`config.mk`:
```
export PLATFORM = sky130hd
export DESIGN_NAME = unary_tape_encoder
export DESIGN_NICKNAME = d
export VERILOG_FILES = /design/src/rtl/tape_sym_pkg.sv /design/src/rtl/unary_run_counter.sv /design/src/rtl/unary_tape_encoder.sv
export SDC_FILE = /design/constraint.sdc
export NUM_CORES = 1
export LEC_CHECK = 0
export ABC_AREA = 1
export ABC_CLOCK_PERIOD_IN_PS = 1750
export CAP_MARGIN = 10
export CORE_MARGIN = 2
export CORE_UTILIZATION = 48
export CTS_CLUSTER_DIAMETER = 60
export DETAILED_ROUTE_END_ITERATION = 16
export GPL_ROUTABILITY_DRIVEN = 0
export PLACE_DENSITY = 0.75
export SLEW_MARGIN = 20
export SYNTH_ARGS = -nofsm -noshare
export SYNTH_HDL_FRONTEND = slang
export SYNTH_SLANG_ARGS = --single-unit
```
`constraint.sdc`:
```
create_clock -name clk -period 1.75 [get_ports clk]
set_clock_uncertainty 0.1 [all_clocks]
set_input_delay 0.2625 -clock clk [delete_from_list [all_inputs] [get_ports clk]]
set_output_delay 0.2625 -clock clk [all_outputs]
set_load 0.02 [all_outputs]
```
`src/rtl/tape_sym_pkg.sv`:
```
// Shared tape-format definitions for the unary-addition tape encoder and the tape machine.
// Symbol encodings, symbol type, and the frame-writer FSM state enum.
package tape_sym_pkg;

    typedef logic [1:0] sym_t;

    localparam sym_t SYM_A     = 2'b00;
    localparam sym_t SYM_ADD   = 2'b01;
    localparam sym_t SYM_BLANK = 2'b10;

    typedef enum logic [2:0] {
        IDLE,
        LEAD,
        OPA,
        SEP,
        OPB,
        TRAIL
    } state_t;

    // Symbol emitted while a segment is active; IDLE parks the line at BLANK.
    function automatic sym_t seg_sym(input state_t s);
        case (s)
            OPA, OPB: return SYM_A;
            SEP:      return SYM_ADD;
            default:  return SYM_BLANK;
        endcase
    endfunction

endpackage

```
`src/rtl/unary_run_counter.sv`:
```
// Loadable down-counter shared by every segment of a tape frame.
// Holds at zero instead of wrapping.
module unary_run_counter #(
    parameter int unsigned W = 4
) (
    input  logic         clk,
    input  logic         rst_n,
    input  logic         load,
    input  logic [W-1:0] len,
    input  logic         dec,
    output logic [W-1:0] cnt,
    output logic         zero
);

    logic [W-1:0] cnt_q;

    // NOTE: sequential state uses non-blocking assignments so every register samples pre-edge values.
    always_ff @(posedge clk or negedge rst_n) begin
        if (!rst_n) begin
            cnt_q <= '0;
        end else if (load) begin
            cnt_q <= len;
        end else if (dec && (cnt_q != '0)) begin
            cnt_q <= cnt_q - 1'b1;
        end
    end

    assign cnt  = cnt_q;
    assign zero = (cnt_q == '0);

endmodule

```
`src/rtl/unary_tape_encoder.sv`:
```
// Frame writer: BLANK*LEAD, A*op_a, ADD, A*op_b, BLANK*TRAIL, one symbol per handshake.
// Define UNARY_TAPE_ENCODER_IDX_EN to add the sym_idx cell-index output.
module unary_tape_encoder
    import tape_sym_pkg::*;
#(
    parameter int unsigned OP_W         = 4,
    parameter int unsigned LEAD_BLANKS  = 6,
    parameter int unsigned TRAIL_BLANKS = 5,
    localparam int unsigned IDX_W =
        $clog2(LEAD_BLANKS + 2 * ((1 << OP_W) - 1) + 1 + TRAIL_BLANKS)
) (
    input  logic            clk,
    input  logic            rst_n,
    input  logic            in_valid,
    output logic            in_ready,
    input  logic [OP_W-1:0] op_a,
    input  logic [OP_W-1:0] op_b,
    output logic            sym_valid,
    input  logic            sym_ready,
    output sym_t            sym,
`ifdef UNARY_TAPE_ENCODER_IDX_EN
    output logic [IDX_W-1:0] sym_idx,
`endif
    output logic            sym_last
);

    localparam int unsigned BLK_MAX = (LEAD_BLANKS > TRAIL_BLANKS) ? LEAD_BLANKS : TRAIL_BLANKS;
    localparam int unsigned BLK_W   = $clog2(BLK_MAX + 1);
    localparam int unsigned CNT_W   = (OP_W > BLK_W) ? OP_W : BLK_W;

    state_t          state_q, state_d;
    logic [OP_W-1:0] op_a_q, op_a_d, op_b_q, op_b_d;
    sym_t            sym_q, sym_d;
    logic            sym_valid_q, sym_valid_d;
    logic            sym_last_q, sym_last_d;
    logic            in_ready_q, in_ready_d;

    logic             cnt_load, cnt_dec, cnt_zero;
    logic [CNT_W-1:0] cnt_len, cnt_val;
    logic             hs;

    assign hs = sym_valid_q && sym_ready;

    // The counter holds the cells remaining after the one on sym, so zero marks a segment's last cell.
    unary_run_counter #(.W(CNT_W)) u_run (
        .clk  (clk),
        .rst_n(rst_n),
        .load (cnt_load),
        .len  (cnt_len),
        .dec  (cnt_dec),
        .cnt  (cnt_val),
        .zero (cnt_zero)
    );

    // NOTE: every always_comb output gets a default first so no path can infer a latch.
    always_comb begin
        state_d     = state_q;
        op_a_d      = op_a_q;
        op_b_d      = op_b_q;
        sym_valid_d = sym_valid_q;
        sym_last_d  = sym_last_q;
        in_ready_d  = in_ready_q;
        cnt_load    = 1'b0;
        cnt_dec     = 1'b0;
        cnt_len     = '0;

        if (state_q == IDLE) begin
            if (in_valid && in_ready_q) begin
                op_a_d      = op_a;
                op_b_d      = op_b;
                state_d     = LEAD;
                cnt_load    = 1'b1;
                cnt_len     = CNT_W'(LEAD_BLANKS - 1);
                sym_valid_d = 1'b1;
                in_ready_d  = 1'b0;
            end
        end else if (hs) begin
            if (!cnt_zero) begin
                cnt_dec    = 1'b1;
                sym_last_d = (state_q == TRAIL) && (cnt_val == CNT_W'(1));
            end else begin
                cnt_load = 1'b1;
                unique case (state_q)
                    LEAD: begin
                        state_d = (op_a_q != '0) ? OPA : SEP;
                        cnt_len = (op_a_q != '0) ? CNT_W'(op_a_q) - CNT_W'(1) : '0;
                    end
                    OPA: begin
                        state_d = SEP;
                    end
                    SEP, OPB: begin
                        if ((state_q == SEP) && (op_b_q != '0)) begin
                            state_d = OPB;
                            cnt_len = CNT_W'(op_b_q) - CNT_W'(1);
                        end else begin
                            state_d    = TRAIL;
                            cnt_len    = CNT_W'(TRAIL_BLANKS - 1);
                            sym_last_d = (TRAIL_BLANKS == 1);
                        end
                    end
                    default: begin
                        state_d     = IDLE;
                        sym_valid_d = 1'b0;
                        sym_last_d  = 1'b0;
                        in_ready_d  = 1'b1;
                    end
                endcase
            end
        end
    end

    assign sym_d = seg_sym(state_d);

    always_ff @(posedge clk or negedge rst_n) begin
        if (!rst_n) begin
            state_q     <= IDLE;
            op_a_q      <= '0;
            op_b_q      <= '0;
            sym_q       <= SYM_BLANK;
            sym_valid_q <= 1'b0;
            sym_last_q  <= 1'b0;
            in_ready_q  <= 1'b1;
        end else begin
            state_q     <= state_d;
            op_a_q      <= op_a_d;
            op_b_q      <= op_b_d;
            sym_q       <= sym_d;
            sym_valid_q <= sym_valid_d;
            sym_last_q  <= sym_last_d;
            in_ready_q  <= in_ready_d;
        end
    end

`ifdef UNARY_TAPE_ENCODER_IDX_EN
    logic [IDX_W-1:0] idx_q, idx_d;

    always_comb begin
        idx_d = idx_q;
        if (state_q == IDLE) begin
            idx_d = '0;
        end else if (hs) begin
            idx_d = (state_d == IDLE) ? '0 : idx_q + 1'b1;
        end
    end

    always_ff @(posedge clk or negedge rst_n) begin
        if (!rst_n) begin
            idx_q <= '0;
        end else begin
            idx_q <= idx_d;
        end
    end

    assign sym_idx = idx_q;
`endif

    assign in_ready  = in_ready_q;
    assign sym_valid = sym_valid_q;
    assign sym       = sym_q;
    assign sym_last  = sym_last_q;

endmodule

```
**Run 1: cells coloured by class**

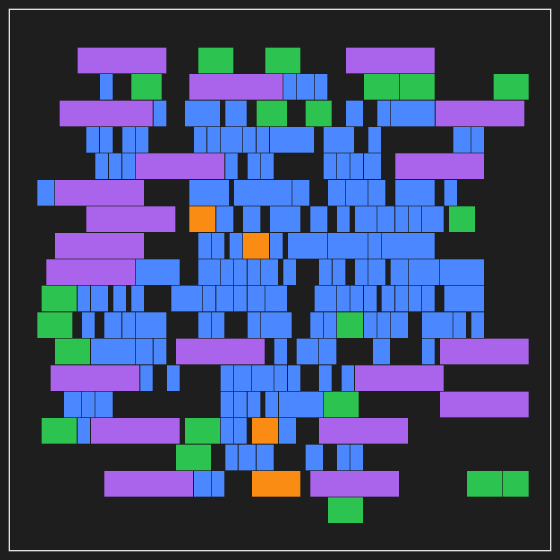
[all other logic] blue | cells: 147
[other buffers and delay cells] green | cells: 20
[flip-flops] purple | cells: 20
[clock drivers and dummy loads] orange | cells: 4
Rows: 18
final core utilization: 0.614
Seq/total area: 0.328
Final Cell Area: 0.00154 mm2

**Run 1: wire density map**

The bar under the picture is 20 um long. 11 x 11 tiles, from dark blue (low) to red (high), scaled to the fullest tile. Values are wire area over tile area, all layers added.
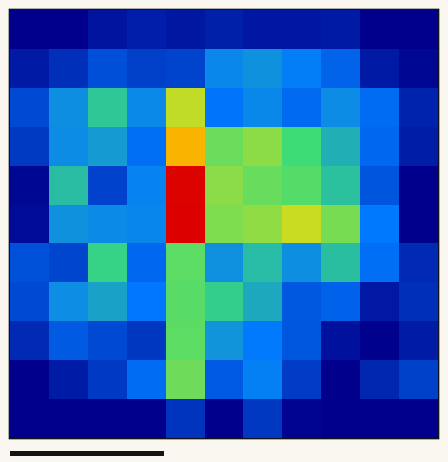
tiles over half the peak: 15%
densest ninth of the die: centre
mean over tiles: 0.13
nearly empty tiles: 17%
fullest tile: 0.55
routed wire length: 2.52 mm
post-DR wirelength/cell: 11.4 um
vias post-DR: 1,110
Tot GR Track Use: 0.188

**Run 1: routing congestion**

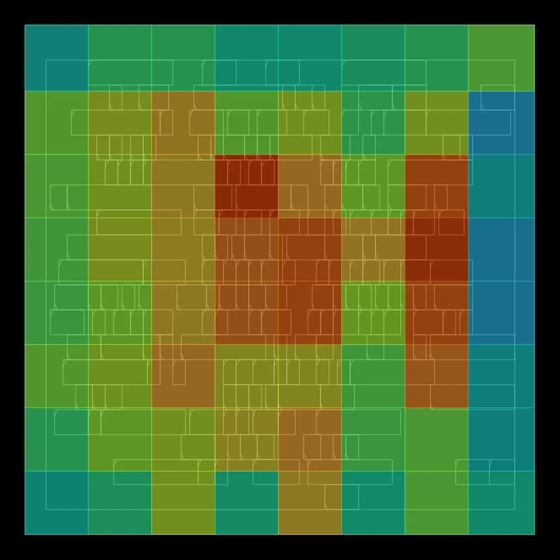
GRT met2 Usage: 0.337
grt peak-use layer: met2
met3 usage: 0.0304
routing usage on met1: 0.231

[run 1: area by class of cell]
cell class                      count  area [um2]
Fill cell                         218         965
Sequential cell                    20         503
Multi-Input combinational cell    121         673
Tap cell                           30        37.5
Timing Repair Buffer               20         188
Inverter                           26        97.6
Clock buffer                        4        36.3
[run 1: path summary, 6_finish.rpt]
path                                          start                       end  slack [ns]  depth (start not counted)
min                                           rst_n  u_run.cnt[0]$_DFFE_PN0P_        0.17                          2
min reg2reg                    sym_last$_DFFE_PN0P_      sym_last$_DFFE_PN0P_        0.40                          2
max reg2reg                u_run.cnt[0]$_DFFE_PN0P_  u_run.cnt[1]$_DFFE_PN0P_        0.17                         11
max in group asynchronous                     rst_n          sym[1]$_DFF_PN1_        1.11                          2
max                           sym_valid$_DFFE_PN0P_                 sym_valid        0.08                          1
min in group clk                            op_a[2]     op_a_q[2]$_DFFE_PN0P_        0.39                          3
[run 1: report_power, final]
part | leakage [nW] | switching (mW) | internal [mW] | total, mW
combinational | 0.510 | 0.790 | 0.505 | 1.29
clock | 0.0210 | 0.149 | 0.127 | 0.276
sequential | 0.233 | 0.192 | 0.693 | 0.886
total | 0.764 | 1.13 | 1.33 | 2.46
[run 1: layer usage]
layer  share of wire  GRT usage  routed length [um]  up-vias
li1                -          -                   -      573
met1            0.45      0.231                1120      504
met2            0.50      0.337                1260       25
met3           0.034     0.0304                  86        8
met4           0.018     0.0523                  45        0
met5               0          0                   0        -
[run 1: kinds of logic (layout without fill, tap and decap cells)]
group                    after synthesis  after routing
XOR/XNOR                               4              4
buffers and inverters                 27             50
AND/OR/NAND/NOR                       87             87
adder cells (fa/ha/maj)                6              6
AND-OR/OR-AND                         24             24
flip-flops                            20             20
==> impl_metrics.toml, run 1 <==
# flow metrics
[setup_path]
path_buffers = 1
cpPeakStageDelay_ns = 0.61
path_class = "reg -> out"
crit_family = "buffers and inverters"
worstPathRequired_ns = 1.39
cpMaxStageDelayCell = "clkdlybuf4s50_1"

[placement]
place_ws_ns = 0.0424
io_buffers = 16
placed_area_mm2 = 0.00149
place_inst = 216

[power_and_ir_drop]
p_leak_nw = 0.764
peakVddDrop_mv = 1.12

[synthesis]
synth.distinct_cells = 25
yosys.area_share.aoi = 0.114
ys_warn_count = 0
syn_nets = 186
ys_seq_frac = 0.395
top_area_cell = "dfrtp_1"
mux_share = 0
simple_gate_area_frac = 0.324
yosysCellCount = 168
most_common_cell = "nand2_1"
fa_ha_area_frac = 0.0589
syn_area_mm2 = 0.00127
yosys_area_mm2 = 0.00127
netlist.area_leader.share = 0.354

[clock_tree]
numCtsBuffers = 3
cts_buffer_depth = 2
htree_levels = 1
cts.clk_slew.worst_paths_ns = 0.12
cts_setup_buffers = 0
cts-root-buf = "clkbuf_4"

[die]
core_area_mm2 = 0.00250
chipArea_mm2 = 0.00308

[final_timing]
tns_ns = 0
relSlewSlack = 0.812
period_minus_slack_ns = 1.67
fmax_mhz = 598
hold_viol = 0

[global_route]
grt_pass1_wl_mm = 4.71

[layout]
area_growth_pct = 20.5
layout.cells.most_common_list = "nand2_1 (42), inv_1 (18), dfrtp_1 (18)"
drive_above_1_share = 0.194
diodes = 0

[routing]
route.antenna.remaining_nets = 0
first_iter_violations = 24

[status]
outcome = "completed"
**Run 1: drive-strength map**

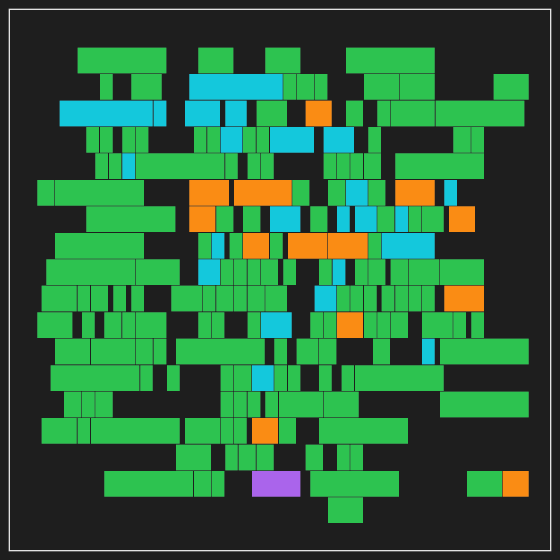

==> run 2: changes to the inputs <==
--- a/config.mk
+++ b/config.mk
@@ -10,6 +10,7 @@
 export CAP_MARGIN = 10
 export CORE_MARGIN = 2
 export CORE_UTILIZATION = 48
+export CTS_BUF_LIST = sky130_fd_sc_hd__clkbuf_16
 export CTS_CLUSTER_DIAMETER = 60
 export DETAILED_ROUTE_END_ITERATION = 16
 export GPL_ROUTABILITY_DRIVEN = 0
**Run 2: drive-strength map**

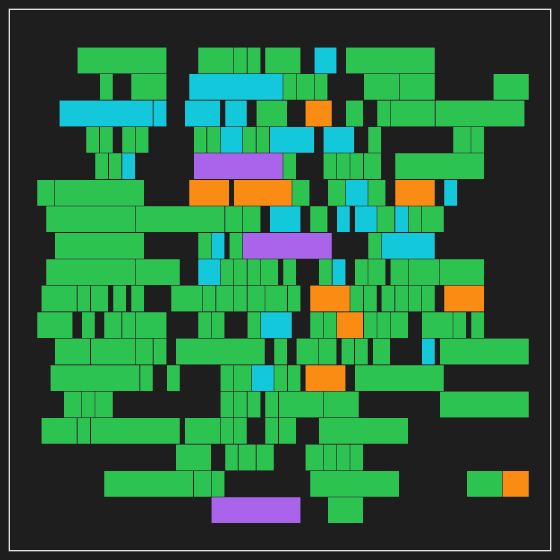
[drive 6 and up] purple | cells: 3 | share: 1.6%
[drive 1 or less] green | cells: 155 | share: 82%
[drive 3 to 4] orange | cells: 9 | share: 4.7%
[drive 2] cyan | cells: 23 | share: 12%

==> impl_metrics.toml, run 2 <==
# flow metrics
[die]
core_area_mm2 = 0.00250
chipArea_mm2 = 0.00308

[setup_path]
worstReg2RegEnd = "u_run.cnt[1]$_DFFE_PN0P_"
crit_family = "buffers and inverters"
worstPathRequired_ns = 1.39
path_class = "reg -> out"
reg2reg_depth = 11
r2r_slack_ns = 0.12
cpPeakStageDelay_ns = 0.59
reg2reg_from = "u_run.cnt[0]$_DFFE_PN0P_"
cpMaxStageDelayCell = "clkdlybuf4s50_1"

[placement]
place_inst = 216
place_ws_ns = 0.0424
io_buffers = 16
placed_area_mm2 = 0.00149

[final_timing]
hold_viol = 0
tns_ns = 0
relSlewSlack = 0.813
period_minus_slack_ns = 1.72

[routing]
first_iter_violations = 27
wl_mm = 2.72
top_layer = "met4"
met1_length_mm = 1.17
route.antenna.remaining_nets = 0
dr_wl_met3_um = 80
drt-vias-per-instance = 5.06
vias = 1113
wl_per_cell_um = 12.3

[synthesis]
syn_area_mm2 = 0.00127
ys_warn_count = 0
ys_seq_frac = 0.395
synth.distinct_cells = 25
most_common_cell = "nand2_1"
yosys_area_mm2 = 0.00127
top_area_cell = "dfrtp_1"
yosysCellCount = 168

[clock_tree]
cts_setup_buffers = 0
cts-root-buf = "clkbuf_16"
htree_levels = 1
numCtsBuffers = 3

[layout]
area_growth_pct = 23.4
fillCellCount = 208
diodes = 0
drive_above_1_share = 0.184
area.combinational_um2 = 673
layout.cells.most_common_list = "nand2_1 (42), inv_1 (18), dfrtp_1 (18)"

[global_route]
grtUsageTotal = 0.205
antenna_found_initial = 0
grt_pass1_wl_mm = 5.04

[power_and_ir_drop]
peakVddDrop_mv = 1.06
p_leak_nw = 0.776

[worst_hold_path]
hold_class = "in -> async"

[status]
outcome = "completed"
==> run 2: cell type report <==
type	instances	share of cell area
inverters	26	0.0621
clock inverters	1	0.00239
well taps	30	0.0239
flip-flops and latches	20	0.320
repair buffers	19	0.115
clock buffers	3	0.0478
multi-input cells	121	0.428
==> run 2: where the power goes <==
part	switching, mW	leakage, nW	internal [mW]
logic	0.806	0.505	0.500
clock network	0.168	0.0385	0.305
registers	0.200	0.233	0.697
total	1.17	0.776	1.50
==> run 2: logic make-up (layout without fill, tap and decap cells) <==
family,Yosys count,count (layout),synth area share
fa+ha+maj,6,6,0.0589
buf+inv,27,49,0.0805
xor+xnor,4,4,0.0275
flops,20,20,0.395
simple gates,87,87,0.324
compound gates,24,24,0.114
==> run 2: how the worst max path moves through the flow <==
stage / slack [ns] / endpoint / from / cells after the start
floorplan: 0.25 / sym[0]$_DFF_PN0_ / u_run.cnt[0]$_DFFE_PN0P_ / 11
global placement: 0.04 / in_ready$_DFFE_PN1P_ / sym_ready / 9
detailed placement: 0.04 / in_ready$_DFFE_PN1P_ / sym_ready / 9
CTS: 0.02 / sym[1] / sym[1]$_DFF_PN1_ / 1
global route: -0.04 / sym[0]$_DFF_PN0_ / u_run.cnt[0]$_DFFE_PN0P_ / 11
finish: 0.03 / sym[1] / sym[1]$_DFF_PN1_ / 1
==> run 2: through the flow <==
step	utilization	hold WS, ns
after floorplan	-	-0.133
after global placement	0.596	0.374
final	0.629	0.244
after global routing	0.629	0.288
after CTS	0.627	0.255
after detailed placement	0.596	0.377
==> run 2: layer usage <==
metal / up-vias / global-route usage
li1: 571 / -
met1: 517 / 0.238
met2: 18 / 0.361
met3: 7 / 0.0375
met4: 0 / 0.0976
met5: - / 0
**Run 2: wire density map**

The bar under the picture is 20 um long. 11 x 11 tiles, from dark blue (low) to red (high), scaled to the fullest tile. Values are wire area over tile area, all layers added.
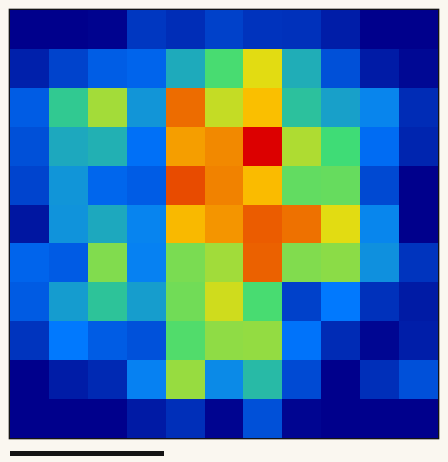

==> run 3: changes to the inputs <==
--- a/config.mk
+++ b/config.mk
@@ -9,12 +9,12 @@
 export ABC_CLOCK_PERIOD_IN_PS = 1750
 export CAP_MARGIN = 10
 export CORE_MARGIN = 2
-export CORE_UTILIZATION = 48
+export CORE_UTILIZATION = 54
 export CTS_BUF_LIST = sky130_fd_sc_hd__clkbuf_16
 export CTS_CLUSTER_DIAMETER = 60
 export DETAILED_ROUTE_END_ITERATION = 16
 export GPL_ROUTABILITY_DRIVEN = 0
-export PLACE_DENSITY = 0.75
+export PLACE_DENSITY = 0.83
 export SLEW_MARGIN = 20
 export SYNTH_ARGS = -nofsm -noshare
 export SYNTH_HDL_FRONTEND = slang
**Run 3: wire density map**

The bar under the picture is 20 um long. 11 x 11 tiles, from dark blue (low) to red (high), scaled to the fullest tile. Values are wire area over tile area, all layers added.
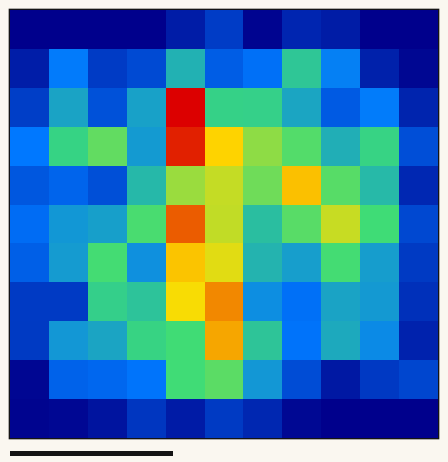
mean over tiles: 0.15
fullest tile: 0.49
emptiest ninth of the die: lower right
tiles over half the peak: 22%

==> impl_metrics.toml, run 3 <==
# flow metrics
[status]
outcome = "completed"

[global_route]
grtUsageTotal = 0.239
antenna_found_initial = 0
grt-ovfl-total = 0
grt_pass1_wl_mm = 4.71
grt_pass1_vias = 1101

[setup_path]
cp_max_fo = 1
crit_chain = "clkdlybuf4s50_1"
crit_path_end_kind = "output pin"
path_class = "reg -> out"
worstPathRequired_ns = 1.39
path_buffers = 1
cp.arrival_ns = 1.35
cpMaxStageDelayCell = "clkdlybuf4s50_1"
cp-start-kind = "flip-flop"
cpPeakStageDelay_ns = 0.59
crit_family = "buffers and inverters"

[power_and_ir_drop]
peakVddDrop_mv = 0.990
p_leak_nw = 0.783
fin_total_pwr_mw = 2.65

[clock_tree]
clock_latency_ns = 0.25
cts_buffer_depth = 2
cts_tree = "built"
holdBufCountCts = 0
numCtsBuffers = 3
htree_levels = 1
cts-root-buf = "clkbuf_16"
cts.clk_slew.worst_paths_ns = 0.05

[routing]
vias = 1109
route.antenna.remaining_nets = 0
wl_per_cell_um = 12.1
first_iter_violations = 27
drt-vias-per-instance = 5.09
wl_mm = 2.64

[layout]
area.combinational_um2 = 671
area_growth_pct = 23.0
stdcell_count = 218
post-route-cell-area_mm2 = 0.00157
drive_above_1_share = 0.174
layout.cells.most_common_list = "nand2_1 (42), inv_1 (20), dfrtp_1 (18)"
utilization = 0.708
seq_area_um2 = 503
diodes = 0
final_nets = 209
fillCellCount = 176

[final_timing]
period_minus_slack_ns = 1.71
rsz0062_at_grt = "false"
worstMarginPinSlew_ns = 0.263
slew_viol_final = 0
fmax_mhz = 586
setup_viol = 0
hold_viol = 0
relSlewSlack = 0.825
tns_ns = 0
whs_ns = 0.241
fin_crit_sh = 0.976

[die]
chipArea_mm2 = 0.00276
core_area_mm2 = 0.00221
fp_util = 0.576
fp-row-count = 17
io_pins = 17
die_x_um = 52.6

[job]
openroad.warnings = 29
cap_violations = 0

[synthesis]
ys_ff = 20
netlist.area_leader.share = 0.354
top_area_cell = "dfrtp_1"
synth-edff-count = 0
syn_inst = 168
synth.distinct_cells = 25
synth-main-ff-cell = "dfrtp_1"
ys_warn_count = 0
yosys_area_mm2 = 0.00127
async_flop_share = 1.00
common_cells = "nand2_1 (43), inv_1 (20), dfrtp_1 (18), nor2_1 (17), nand3_1 (13)"
syn_nets = 186
ys_seq_frac = 0.395
yosysCellCount = 168
most_common_cell = "nand2_1"
synth.avg_cell_area_um2 = 7.58
syn_area_mm2 = 0.00127

[placement]
place_ws_ns = 0.0208
placed_area_mm2 = 0.00149
place_inst = 214
io_buffers = 16
hpwl_mm = 2.08

[worst_hold_path]
hold_class = "in -> async"
[run 3: power by group]
| group | switching [mW] | leakage [nW] | total (mW) | internal (mW) |
|---|---|---|---|---|
| combinational | 0.799 | 0.508 | 1.29 | 0.493 |
| clock | 0.165 | 0.0423 | 0.470 | 0.304 |
| sequential | 0.195 | 0.233 | 0.892 | 0.697 |
| total | 1.16 | 0.783 | 2.65 | 1.49 |
[run 3: cell type report]
cell class                 count  share of cell area
timing repair buffer          19               0.116
multi-input combinational    121               0.428
tap                           28              0.0224
inverter                      26              0.0623
clock buffer                   3              0.0479
sequential                    20               0.321
clock inverter                 1             0.00240
[run 3: routing by layer]
layer  vias to the layer above  share of wire  GRT usage
li1                        572              -          -
met1                       514           0.42      0.278
met2                        18           0.52      0.421
met3                         5          0.037     0.0486
met4                         0          0.017      0.103
met5                         -              0          0
[run 3: logic make-up after synthesis]
group           synth area share
simple gates               0.324
buf+inv                   0.0805
compound gates             0.114
flops                      0.395
fa+ha+maj                 0.0589
xor+xnor                  0.0275
[run 3: path summary, 6_finish.rpt]
check,startpoint,end,slack [ns],depth (start not counted)
max,sym[1]$_DFF_PN1_,sym[1],0.04,1
min,rst_n,u_run.cnt[2]$_DFFE_PN0P_,0.24,2
max reg2reg,u_run.cnt[1]$_DFFE_PN0P_,u_run.cnt[1]$_DFFE_PN0P_,0.15,11
min reg2reg,in_ready$_DFFE_PN1P_,in_ready$_DFFE_PN1P_,0.40,2
max in group asynchronous,rst_n,sym[1]$_DFF_PN1_,1.04,2
min in group clk,in_ready$_DFFE_PN1P_,in_ready$_DFFE_PN1P_,0.40,2
[run 3: timing repair]
action,in CTS,in global routing
gates resized,1,2
gates cloned,0,0
pin swaps,0,0
endpoints found under the setup margin,1,3
setup buffers,0,0
Power and IR drop assume default switching activity.
